$ cat config.mk
export PLATFORM = sky130hd
export DESIGN_NAME = al422_bam_sequencer_flat
export DESIGN_NICKNAME = d
export VERILOG_FILES = /design/src/rtl/al422_bam_sequencer_if.sv /design/src/rtl/al422_bam_sequencer.sv /design/src/flat_wrapper.sv
export SDC_FILE = /design/constraint.sdc
export NUM_CORES = 1
export LEC_CHECK = 0
export ABC_AREA = 1
export CAP_MARGIN = 20
export CORE_MARGIN = 2
export CORE_UTILIZATION = 53
export DETAILED_ROUTE_END_ITERATION = 7
export GPL_TIMING_DRIVEN = 0
export PLACE_DENSITY = 0.89
export SYNTH_ARGS = -nofsm -noshare
export SYNTH_HDL_FRONTEND = slang
export SYNTH_SLANG_ARGS = --single-unit
$ cat constraint.sdc
create_clock -name in_clk -period 1.8 [get_ports in_clk]
set_clock_uncertainty 0.1 [all_clocks]
set_input_delay 0.27 -clock in_clk [delete_from_list [all_inputs] [get_ports in_clk]]
set_output_delay 0.27 -clock in_clk [all_outputs]
set_load 0.005 [all_outputs]
$ cat src/rtl/al422_bam_sequencer_if.sv
// ---------------------------------------------------------------------------
// al422_bam_sequencer_if
// Start/busy handshake bundle between the BAM sequencer and its two worker
// stages (the row shift stage and the OE processor).
//
// Signals
//   shift_start       seq -> shift  one-clock load request for one row/plane
//   shift_addr_reset  seq -> shift  qualifies shift_start: rewind AL422 read pointer
//   shift_bit         seq -> shift  plane index being loaded (held between starts)
//   shift_busy        shift -> seq  shift stage busy, rises the cycle after start
//   oe_start          seq -> oe     one-clock display request for the latched plane
//   oe_duration       seq -> oe     on-time weight, 1 << displayed plane
//   oe_busy           oe -> seq     OE processor busy, rises the cycle after start
//
// Modports: master = sequencer side, slave = worker-stage side.
// ---------------------------------------------------------------------------
interface al422_bam_sequencer_if #(
  parameter int PWM_BITS  = 8,
  parameter int BIT_CNT_W = 3
);
  logic                 shift_start;
  logic                 shift_addr_reset;
  logic [BIT_CNT_W-1:0] shift_bit;
  logic                 shift_busy;
  logic                 oe_start;
  logic [PWM_BITS-1:0]  oe_duration;
  logic                 oe_busy;

  modport master (
    output shift_start,
    output shift_addr_reset,
    output shift_bit,
    output oe_start,
    output oe_duration,
    input  shift_busy,
    input  oe_busy
  );

  modport slave (
    input  shift_start,
    input  shift_addr_reset,
    input  shift_bit,
    input  oe_start,
    input  oe_duration,
    output shift_busy,
    output oe_busy
  );
endinterface

$ cat src/rtl/al422_bam_sequencer.sv
// ---------------------------------------------------------------------------
// al422_bam_sequencer
// Autonomous row / bit-plane scheduler for the AL422 BAM LED driver. The shift
// stage loads plane N+1 while the OE processor displays plane N; between the
// two the panel is latched and the row address / OE weight are updated.
// Scan order: rows 0..2^ROW_BITS-1, planes 0..PWM_BITS-1 within each row.
//
// Ports
//   in_clk      system clock
//   in_nrst     asynchronous active-low reset
//   run         1 = keep scanning frames, 0 = stop at the next frame end
//   stage       handshake bundle (master side) to shift stage and OE processor
//   led_lat     panel latch, active high, LAT_WIDTH clocks
//   led_row     displayed row address
//   frame_done  one-clock pulse when the last plane of the last row finishes
//   busy        high whenever the sequencer is not idle
//
// Optional feature
//   AL422_BAM_ROW_BLANK_EN  when defined, a latch that changes led_row is
//                           followed by BLANK_CYCLES clocks with no starts
//                           before the plane is displayed.
// ---------------------------------------------------------------------------
module al422_bam_sequencer #(
  parameter int PWM_BITS     = 8,
  parameter int BIT_CNT_W    = 3,
  parameter int ROW_BITS     = 3,
  parameter int LAT_WIDTH    = 2,
  parameter int BLANK_CYCLES = 4
) (
  input  logic                         in_clk,
  input  logic                         in_nrst,
  input  logic                         run,
  al422_bam_sequencer_if.master        stage,
  output logic                         led_lat,
  output logic [ROW_BITS-1:0]          led_row,
  output logic                         frame_done,
  output logic                         busy
);

`ifdef AL422_BAM_ROW_BLANK_EN
  localparam bit ROW_BLANK_EN = 1'b1;
`else
  localparam bit ROW_BLANK_EN = 1'b0;
`endif

  localparam bit BLANK_ACTIVE = ROW_BLANK_EN && (BLANK_CYCLES > 0);
  localparam int LAT_CNT_W    = (LAT_WIDTH > 1) ? $clog2(LAT_WIDTH) : 1;
  localparam int BLANK_CNT_W  = (BLANK_CYCLES > 1) ? $clog2(BLANK_CYCLES) : 1;

  localparam logic [BIT_CNT_W-1:0]   LAST_PLANE = BIT_CNT_W'(PWM_BITS - 1);
  localparam logic [ROW_BITS-1:0]    LAST_ROW   = {ROW_BITS{1'b1}};
  localparam logic [PWM_BITS-1:0]    ONE_DUR    = PWM_BITS'(1'b1);
  localparam logic [LAT_CNT_W-1:0]   LAT_LOAD   = LAT_CNT_W'(LAT_WIDTH - 1);
  localparam logic [BLANK_CNT_W-1:0] BLANK_LOAD = BLANK_CNT_W'(BLANK_CYCLES - 1);

  typedef enum logic [3:0] {
    ST_IDLE      = 4'd0,
    ST_PRELOAD   = 4'd1,
    ST_ARM_P     = 4'd2,
    ST_WAIT_P    = 4'd3,
    ST_LATCH     = 4'd4,
    ST_BLANK     = 4'd5,
    ST_DISPLAY   = 4'd6,
    ST_ARM       = 4'd7,
    ST_WAIT_BOTH = 4'd8
  } state_t;

  state_t                 state_r;
  logic [ROW_BITS-1:0]    row_ptr_r;
  logic [BIT_CNT_W-1:0]   plane_ptr_r;
  logic [LAT_CNT_W-1:0]   lat_cnt_r;
  logic [BLANK_CNT_W-1:0] blank_cnt_r;
  logic                   disp_final_r;
  logic                   shift_issued_r;
  logic                   blank_pending_r;

  logic                   shift_start_r;
  logic                   shift_addr_reset_r;
  logic [BIT_CNT_W-1:0]   shift_bit_r;
  logic                   oe_start_r;
  logic [PWM_BITS-1:0]    oe_duration_r;
  logic                   led_lat_r;
  logic [ROW_BITS-1:0]    led_row_r;
  logic                   frame_done_r;
  logic                   busy_r;

  logic [ROW_BITS-1:0]    next_row_s;
  logic [BIT_CNT_W-1:0]   next_plane_s;
  logic                   ptr_is_last_s;
  logic                   ptr_is_origin_s;
  logic                   row_change_s;
  logic                   disp_shift_s;
  logic                   go_latch_s;
  logic                   go_display_s;

  // Load-pointer successor and the latch/display transition decisions.
  always_comb begin
    next_row_s      = row_ptr_r;
    next_plane_s    = plane_ptr_r;
    ptr_is_last_s   = 1'b0;
    ptr_is_origin_s = (row_ptr_r == {ROW_BITS{1'b0}}) && (plane_ptr_r == {BIT_CNT_W{1'b0}});
    row_change_s    = (row_ptr_r != led_row_r);
    // The final plane of a frame only skips the look-ahead load when run is low.
    disp_shift_s    = !(disp_final_r && !run);
    go_latch_s      = 1'b0;
    go_display_s    = 1'b0;

    if (plane_ptr_r == LAST_PLANE) begin
      next_plane_s  = {BIT_CNT_W{1'b0}};
      next_row_s    = row_ptr_r + ROW_BITS'(1'b1);
      ptr_is_last_s = (row_ptr_r == LAST_ROW);
    end else begin
      next_plane_s  = plane_ptr_r + BIT_CNT_W'(1'b1);
      next_row_s    = row_ptr_r;
      ptr_is_last_s = 1'b0;
    end

    case (state_r)
      ST_WAIT_P: begin
        go_latch_s = !stage.shift_busy;
      end
      ST_WAIT_BOTH: begin
        go_latch_s = !stage.oe_busy && !stage.shift_busy && shift_issued_r;
      end
      ST_LATCH: begin
        go_display_s = (lat_cnt_r == {LAT_CNT_W{1'b0}}) && !blank_pending_r;
      end
      ST_BLANK: begin
        go_display_s = (blank_cnt_r == {BLANK_CNT_W{1'b0}});
      end
      default: begin
        go_latch_s   = 1'b0;
        go_display_s = 1'b0;
      end
    endcase
  end

  // Sequencer FSM with registered outputs; pulse outputs default low each clock.
  always_ff @(posedge in_clk or negedge in_nrst) begin
    if (!in_nrst) begin
      state_r            <= ST_IDLE;
      row_ptr_r          <= {ROW_BITS{1'b0}};
      plane_ptr_r        <= {BIT_CNT_W{1'b0}};
      lat_cnt_r          <= {LAT_CNT_W{1'b0}};
      blank_cnt_r        <= {BLANK_CNT_W{1'b0}};
      disp_final_r       <= 1'b0;
      shift_issued_r     <= 1'b0;
      blank_pending_r    <= 1'b0;
      shift_start_r      <= 1'b0;
      shift_addr_reset_r <= 1'b0;
      shift_bit_r        <= {BIT_CNT_W{1'b0}};
      oe_start_r         <= 1'b0;
      oe_duration_r      <= {PWM_BITS{1'b0}};
      led_lat_r          <= 1'b0;
      led_row_r          <= {ROW_BITS{1'b0}};
      frame_done_r       <= 1'b0;
      busy_r             <= 1'b0;
    end else begin
      shift_start_r      <= 1'b0;
      shift_addr_reset_r <= 1'b0;
      oe_start_r         <= 1'b0;
      frame_done_r       <= 1'b0;

      case (state_r)
        ST_IDLE: begin
          if (run) begin
            // Frame start: first load rewinds the AL422 read pointer.
            state_r            <= ST_PRELOAD;
            shift_start_r      <= 1'b1;
            shift_addr_reset_r <= 1'b1;
            shift_bit_r        <= {BIT_CNT_W{1'b0}};
            busy_r             <= 1'b1;
          end
        end
        ST_PRELOAD: begin
          state_r <= ST_ARM_P;
        end
        ST_ARM_P: begin
          state_r <= ST_WAIT_P;
        end
        ST_WAIT_P: begin
          state_r <= state_r;
        end
        ST_LATCH: begin
          if (lat_cnt_r != {LAT_CNT_W{1'b0}}) begin
            lat_cnt_r <= lat_cnt_r - LAT_CNT_W'(1'b1);
          end else begin
            led_lat_r <= 1'b0;
            if (blank_pending_r) begin
              state_r     <= ST_BLANK;
              blank_cnt_r <= BLANK_LOAD;
            end
          end
        end
        ST_BLANK: begin
          if (blank_cnt_r != {BLANK_CNT_W{1'b0}}) begin
            blank_cnt_r <= blank_cnt_r - BLANK_CNT_W'(1'b1);
          end
        end
        ST_DISPLAY: begin
          state_r <= ST_ARM;
        end
        ST_ARM: begin
          state_r <= ST_WAIT_BOTH;
        end
        ST_WAIT_BOTH: begin
          if (!stage.oe_busy && !stage.shift_busy) begin
            frame_done_r <= disp_final_r;
            if (!shift_issued_r) begin
              state_r <= ST_IDLE;
              busy_r  <= 1'b0;
            end
          end
        end
        default: begin
          state_r <= ST_IDLE;
          busy_r  <= 1'b0;
        end
      endcase

      // Latch the plane just loaded, then step the load pointer past it.
      if (go_latch_s) begin
        state_r         <= ST_LATCH;
        led_lat_r       <= 1'b1;
        lat_cnt_r       <= LAT_LOAD;
        led_row_r       <= row_ptr_r;
        oe_duration_r   <= ONE_DUR << plane_ptr_r;
        disp_final_r    <= ptr_is_last_s;
        blank_pending_r <= BLANK_ACTIVE && row_change_s;
        row_ptr_r       <= next_row_s;
        plane_ptr_r     <= next_plane_s;
      end

      // Display the latched plane and overlap the next load with it.
      if (go_display_s) begin
        state_r            <= ST_DISPLAY;
        oe_start_r         <= 1'b1;
        shift_start_r      <= disp_shift_s;
        shift_addr_reset_r <= disp_shift_s && ptr_is_origin_s;
        shift_issued_r     <= disp_shift_s;
        if (disp_shift_s) begin
          shift_bit_r <= plane_ptr_r;
        end
      end
    end
  end

  assign stage.shift_start      = shift_start_r;
  assign stage.shift_addr_reset = shift_addr_reset_r;
  assign stage.shift_bit        = shift_bit_r;
  assign stage.oe_start         = oe_start_r;
  assign stage.oe_duration      = oe_duration_r;
  assign led_lat                = led_lat_r;
  assign led_row                = led_row_r;
  assign frame_done             = frame_done_r;
  assign busy                   = busy_r;

endmodule

$ cat src/flat_wrapper.sv
// flat-port wrapper written by rule: the top's interface ports become plain ports
module al422_bam_sequencer_flat 
#(
  parameter int PWM_BITS     = 8,
  parameter int BIT_CNT_W    = 3,
  parameter int ROW_BITS     = 3,
  parameter int LAT_WIDTH    = 2,
  parameter int BLANK_CYCLES = 4
)
  (in_clk, in_nrst, run, led_lat, led_row, frame_done, busy, stage_shift_start, stage_shift_addr_reset, stage_shift_bit, stage_oe_start, stage_oe_duration, stage_shift_busy, stage_oe_busy);
  al422_bam_sequencer_if #(.PWM_BITS(PWM_BITS), .BIT_CNT_W(BIT_CNT_W)) stage_i ();
  input  logic in_clk;
  input  logic in_nrst;
  input  logic run;
  output logic led_lat;
  output logic [ROW_BITS-1:0] led_row;
  output logic frame_done;
  output logic busy;
  output wire logic [$bits(stage_i.shift_start)-1:0] stage_shift_start;
  output wire logic [$bits(stage_i.shift_addr_reset)-1:0] stage_shift_addr_reset;
  output wire logic [$bits(stage_i.shift_bit)-1:0] stage_shift_bit;
  output wire logic [$bits(stage_i.oe_start)-1:0] stage_oe_start;
  output wire logic [$bits(stage_i.oe_duration)-1:0] stage_oe_duration;
  input wire logic [$bits(stage_i.shift_busy)-1:0] stage_shift_busy;
  input wire logic [$bits(stage_i.oe_busy)-1:0] stage_oe_busy;
  assign stage_shift_start = stage_i.shift_start;
  assign stage_shift_addr_reset = stage_i.shift_addr_reset;
  assign stage_shift_bit = stage_i.shift_bit;
  assign stage_oe_start = stage_i.oe_start;
  assign stage_oe_duration = stage_i.oe_duration;
  assign stage_i.shift_busy = stage_shift_busy;
  assign stage_i.oe_busy = stage_oe_busy;
  al422_bam_sequencer #(.PWM_BITS(PWM_BITS), .BIT_CNT_W(BIT_CNT_W), .ROW_BITS(ROW_BITS), .LAT_WIDTH(LAT_WIDTH), .BLANK_CYCLES(BLANK_CYCLES)) u_core (.in_clk(in_clk), .in_nrst(in_nrst), .run(run), .stage(stage_i), .led_lat(led_lat), .led_row(led_row), .frame_done(frame_done), .busy(busy));
endmodule
==> flow_results.org, run 1 <==
#+TITLE: Synthesis and PnR summary

** Status
- Result of the run :: finished, final reports clean

** Worst hold path
- In the hold timing report, the worst path depth is 2.
- Sink of the worst hold path :: u_core.stage.oe_duration[7]
- Note that the worst hold path type here is reg2reg.

** Logic synthesis
- The post-synth count of flops with an enable pin is 0.
- Per the synth stats, the proportion of register bits with asynchronous set or reset is 1.000.
- Sorting the Yosys area breakdown by cell type puts at the top sky130_fd_sc_hd__dfrtp_1.
- Area of the synthesized netlist per yosys stat :: 0.001693 mm²
- Number of warnings reported in the yosys synthesis log :: 0
- The synthesis stat section lists a flop and latch total of 35.
- Netlist area before placement :: 0.001693 mm²
- Yosys stat cell total :: 202

** Final timing
- The worst-case max-slew headroom was logged as 0.5109.
- In the final timing run, aggregate negative setup slack is 0 ns.
- Final critical-path setup slack :: 0.2276 ns
- Final number of setup-violating endpoints :: 0
- Post-route period utilization is reported as 0.8736.
- Hold-check failures listed in the final report amount to 0.
- Per the timing report, the achievable frequency comes out to 0.6360 GHz.

** Finish
- Per the cell usage report, the commonest logic cell in the layout is sky130_fd_sc_hd__nand2_1.
- Relative to the synthesized area, the layout overhead comes to 22.03%.
- Of the total standard cell area in the layout, the sequential portion is 0.4240.
- Leaving out filler cells and counting taps, the final layout contains 279.
- Nets@finish :: 249
- Per the layout area report, the combinational gate area comes to 678.2 µm².
- In the final design, more cell area goes to registers than to any other class.
- Measured on the final layout, buffering overhead outside the clock network stands at 0.1369.
- Diode count :: 0
- The layout has 270 filler cells.
- Sequential cell area :: 875.8 µm²
- Design area :: 0.002066 mm²

** Clock network
- Post-CTS setup repair buffer count :: 0
- Clk root buf :: sky130_fd_sc_hd__clkbuf_4
- Late-Pin Clk Latency :: 0.34 ns
- Clock tree from TritonCTS :: yes
- Number of buffers created by CTS :: 5
- The clock tree has to reach 35 sinks.
- Per the post-CTS timing run, clock transition at the registers of the reported paths is 0.10 ns.

** Place
- In this run the tool buffered the top-level ports with 24 buffer cells.
- Once placement completed, the tool counted placed cells totaling 270.

** Critical path
- Logic depth of the worst path, buffers included :: 1
- End of the worst register-to-register path :: u_core.row_ptr_r[1]
- Required @ worst endpoint :: 1.43 ns
- Largest stage delay on the critical path :: 0.50 ns
- By startpoint and endpoint, the worst setup path is classified as reg2out.
- CP Launch Type :: flop

** Global route
- For this run, global-route usage on met1 was measured as 0.2476.
- GR Util met2 :: 0.3137
- The number of global-route vias before repair is 1206.
- After global routing, the most crowded layer is met2.

** Power
- The completed layout was analyzed and its total power is 3037 µW.
- Worst voltage drop across the vdd grid :: 0.0008016 V

** Floorplanning
- Die Size :: 0.003662 mm²
- Starting utilization of the core area :: 0.5545
- The die is 60.52 µm wide.
- Die height :: 60.52 µm

** Route
- Vias per Instance :: 4.703
- 1st-pass router iterations :: 4
- The detailed router reported a total wirelength of 2.967 mm.
- The detailed router reports a met3 wire length of 123 µm.
- In the per-layer breakdown of the detailed-route log, met1 shows 1.388 mm.

** Flow run
- The run reported a max-capacitance violation count of 0.
-- run 1: logic make-up after synthesis --
logic type               share of synthesized area
AND/OR/NAND/NOR                             0.2831
flip-flops                                  0.5174
buffers and inverters                      0.08204
AND-OR/OR-AND                              0.03843
adder cells (fa/ha/maj)                    0.07391
XOR/XNOR                                  0.005175
-- run 1: where the power goes --
part / leakage (µW) / internal, µW / total (µW) / switching [µW]
clock: 0.0000375 / 228 / 485 / 257
sequential: 0.000459 / 1060 / 1250 / 195
combinational: 0.000578 / 613 / 1300 / 687
-- run 1: worst min-delay path: cells and delay by family, from the launching register on --
family / cells / cell delay [ns]
flip-flops: 1 / 0.36
AND/OR/NAND/NOR: 2 / 0.10
run_1/layers.png
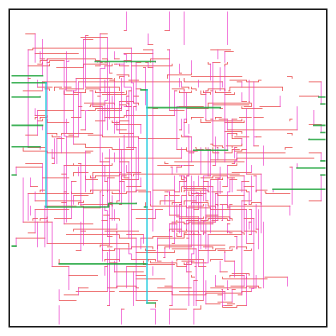
| layer | color | wire length |
|---|---|---|
| M2 | magenta | 1390 µm |
| M4 | cyan | 64.6 µm |
| M3 | green | 124 µm |
| M1 | red | 1390 µm |

run_1/pinout.png
Pins as bars across the die edge, other pins in gray.
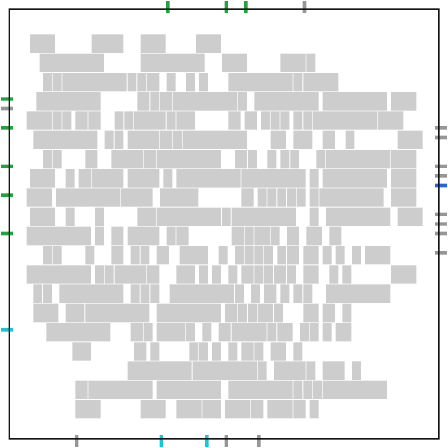
| port | color | pins | direction | edge |
|---|---|---|---|---|
| `stage_oe_duration` | green | 8 | output | 5 left, 3 top |
| `stage_shift_addr_reset` | blue | 1 | output | right |
| `led_row` | cyan | 3 | output | 2 bottom, 1 left |

run_1/placed.png
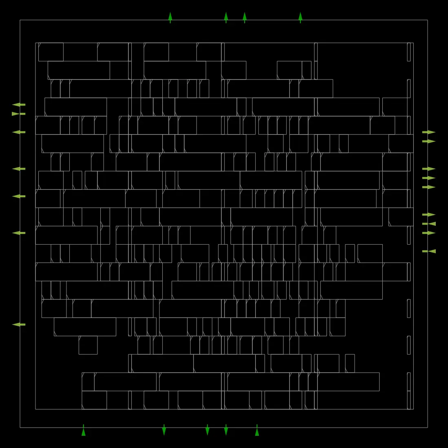
count of flip-flops and latches: 35
std cell rows: 20

## Run 2: what changed since run 1
- GPL_ROUTABILITY_DRIVEN: not set -> 0
run_2/layers.png
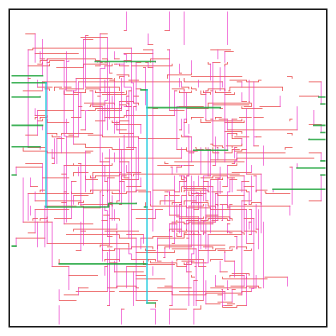
| layer | color | wire length |
|---|---|---|
| M1 | red | 1390 µm |
| M2 | magenta | 1390 µm |
| M3 | green | 124 µm |
| M4 | cyan | 64.6 µm |

==> flow_results.org, run 2 <==
#+TITLE: Synthesis and PnR summary

** Clock network
- The clock-pin transition on the worst setup and hold timing paths was 0.10 ns (about the same).
- The post-CTS setup-driven buffer insertion count is 0 (unchanged).
- Clock tree synthesis selected as its root buffer the cell sky130_fd_sc_hd__clkbuf_4.
- The number of sinks handled by clock tree synthesis was 35 (unchanged).

** Logic synthesis
- Looking at area per cell type in the netlist, the leader is sky130_fd_sc_hd__dfrtp_1.
- Post-synthesis share of cell area spent on xor and xnor gates :: 0.005174 (unchanged)
- The adder-cell share of the synthesized area was 0.07391 (unchanged).
- The area fraction in mux cells came to 0 (unchanged).
- Yosys stat cell total :: 202 (unchanged)
- Number of warnings reported in the yosys synthesis log :: 0 (unchanged)

** Place
- The number of buffers added on ports came to 24 (unchanged).
- Number of placed cells counting well taps :: 270 (unchanged)

** Worst hold path
- The type recorded for the worst min-delay path is reg2reg.
- Number of stages on the worst hold path :: 2 (unchanged)
- Sink of the worst hold path :: u_core.stage.oe_duration[7]

** Route
- The met3 wire length is 123 µm (unchanged).
- 1st-pass router iterations :: 4 (unchanged)
- The met1 wire length came to 1.388 mm (unchanged).
- The number of vias per cell was 4.703 (unchanged).
- The detailed-route wire length is 2.967 mm (unchanged).

** Power
- Fraction of power consumed by sequential logic :: 0.412 (about the same)
- The design internal power was 1898 µW (unchanged).
- The combinational share of power came to 0.428 (about the same).
- Proportion of power drawn by the clock network :: 0.160 (about the same)
- Power attributed to the clock group :: 485 µW (about the same)
- The net load switching power was 1139 µW (unchanged).

** Critical path
- Logic depth of the worst path, buffers included :: 1 (unchanged)
- The largest stage delay on the critical path came to 0.50 ns (about the same).
- STA classifies the critical path startpoint as a flop.

** Global route
- GR Util met2 :: 0.3137 (unchanged)

** Final timing
- Final hold violation count :: 0 (unchanged)
- The timing-limited maximum frequency was 0.6360 GHz (unchanged).
- The final worst-path setup slack came to 0.2276 ns (unchanged).

** Finish
- The diode insertion count for antenna repair was 0 (unchanged).
- The library cell used most frequently in the layout, excluding fill and tap cells, is sky130_fd_sc_hd__nand2_1.

** Status
- The flow ran to the end, and the final reports show no timing, DRC or antenna violations.

** Floorplanning
- Die height :: 60.52 µm (unchanged)
- The floorplan die area came to 0.003662 mm² (unchanged).
run_2/placed.png
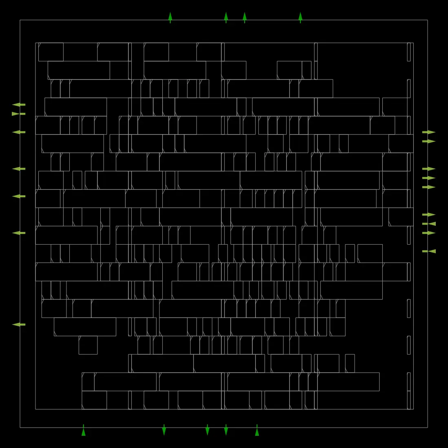
sequential portion of the cell area: 0.4240
Core Region: 0.003053 mm²
share of the core filled with cells in the final layout: 0.6766

[run 2: per-stage QoR]
step           setup TNS, ns  cell area, µm²    util  hold slack [ns]
2_1_floorplan              0            1693       -          -0.1256
3_3_place_gp          -11.83            1988  0.6512           0.3573
3_5_place_dp               0            1983  0.6496           0.2750
4_1_cts                    0            2066  0.6766           0.3870
5_1_grt                    0            2066  0.6766           0.4135
6_report                   0            2066  0.6766           0.3802
[run 2: cell type report]
| type | count | area, µm² |
|---|---|---|
| clock buffer | 7 | 65.06 |
| timing repair buffer | 25 | 245.2 |
| inverter | 27 | 101.3 |
| buffer | 3 | 37.54 |
| clock inverter | 1 | 7.507 |
| multi-input combinational | 137 | 678.2 |
| fill | 270 | 987.2 |
| sequential | 35 | 875.8 |
| tap | 44 | 55.05 |
Power figures rest on the tool's default switching activity, not on a simulated workload.
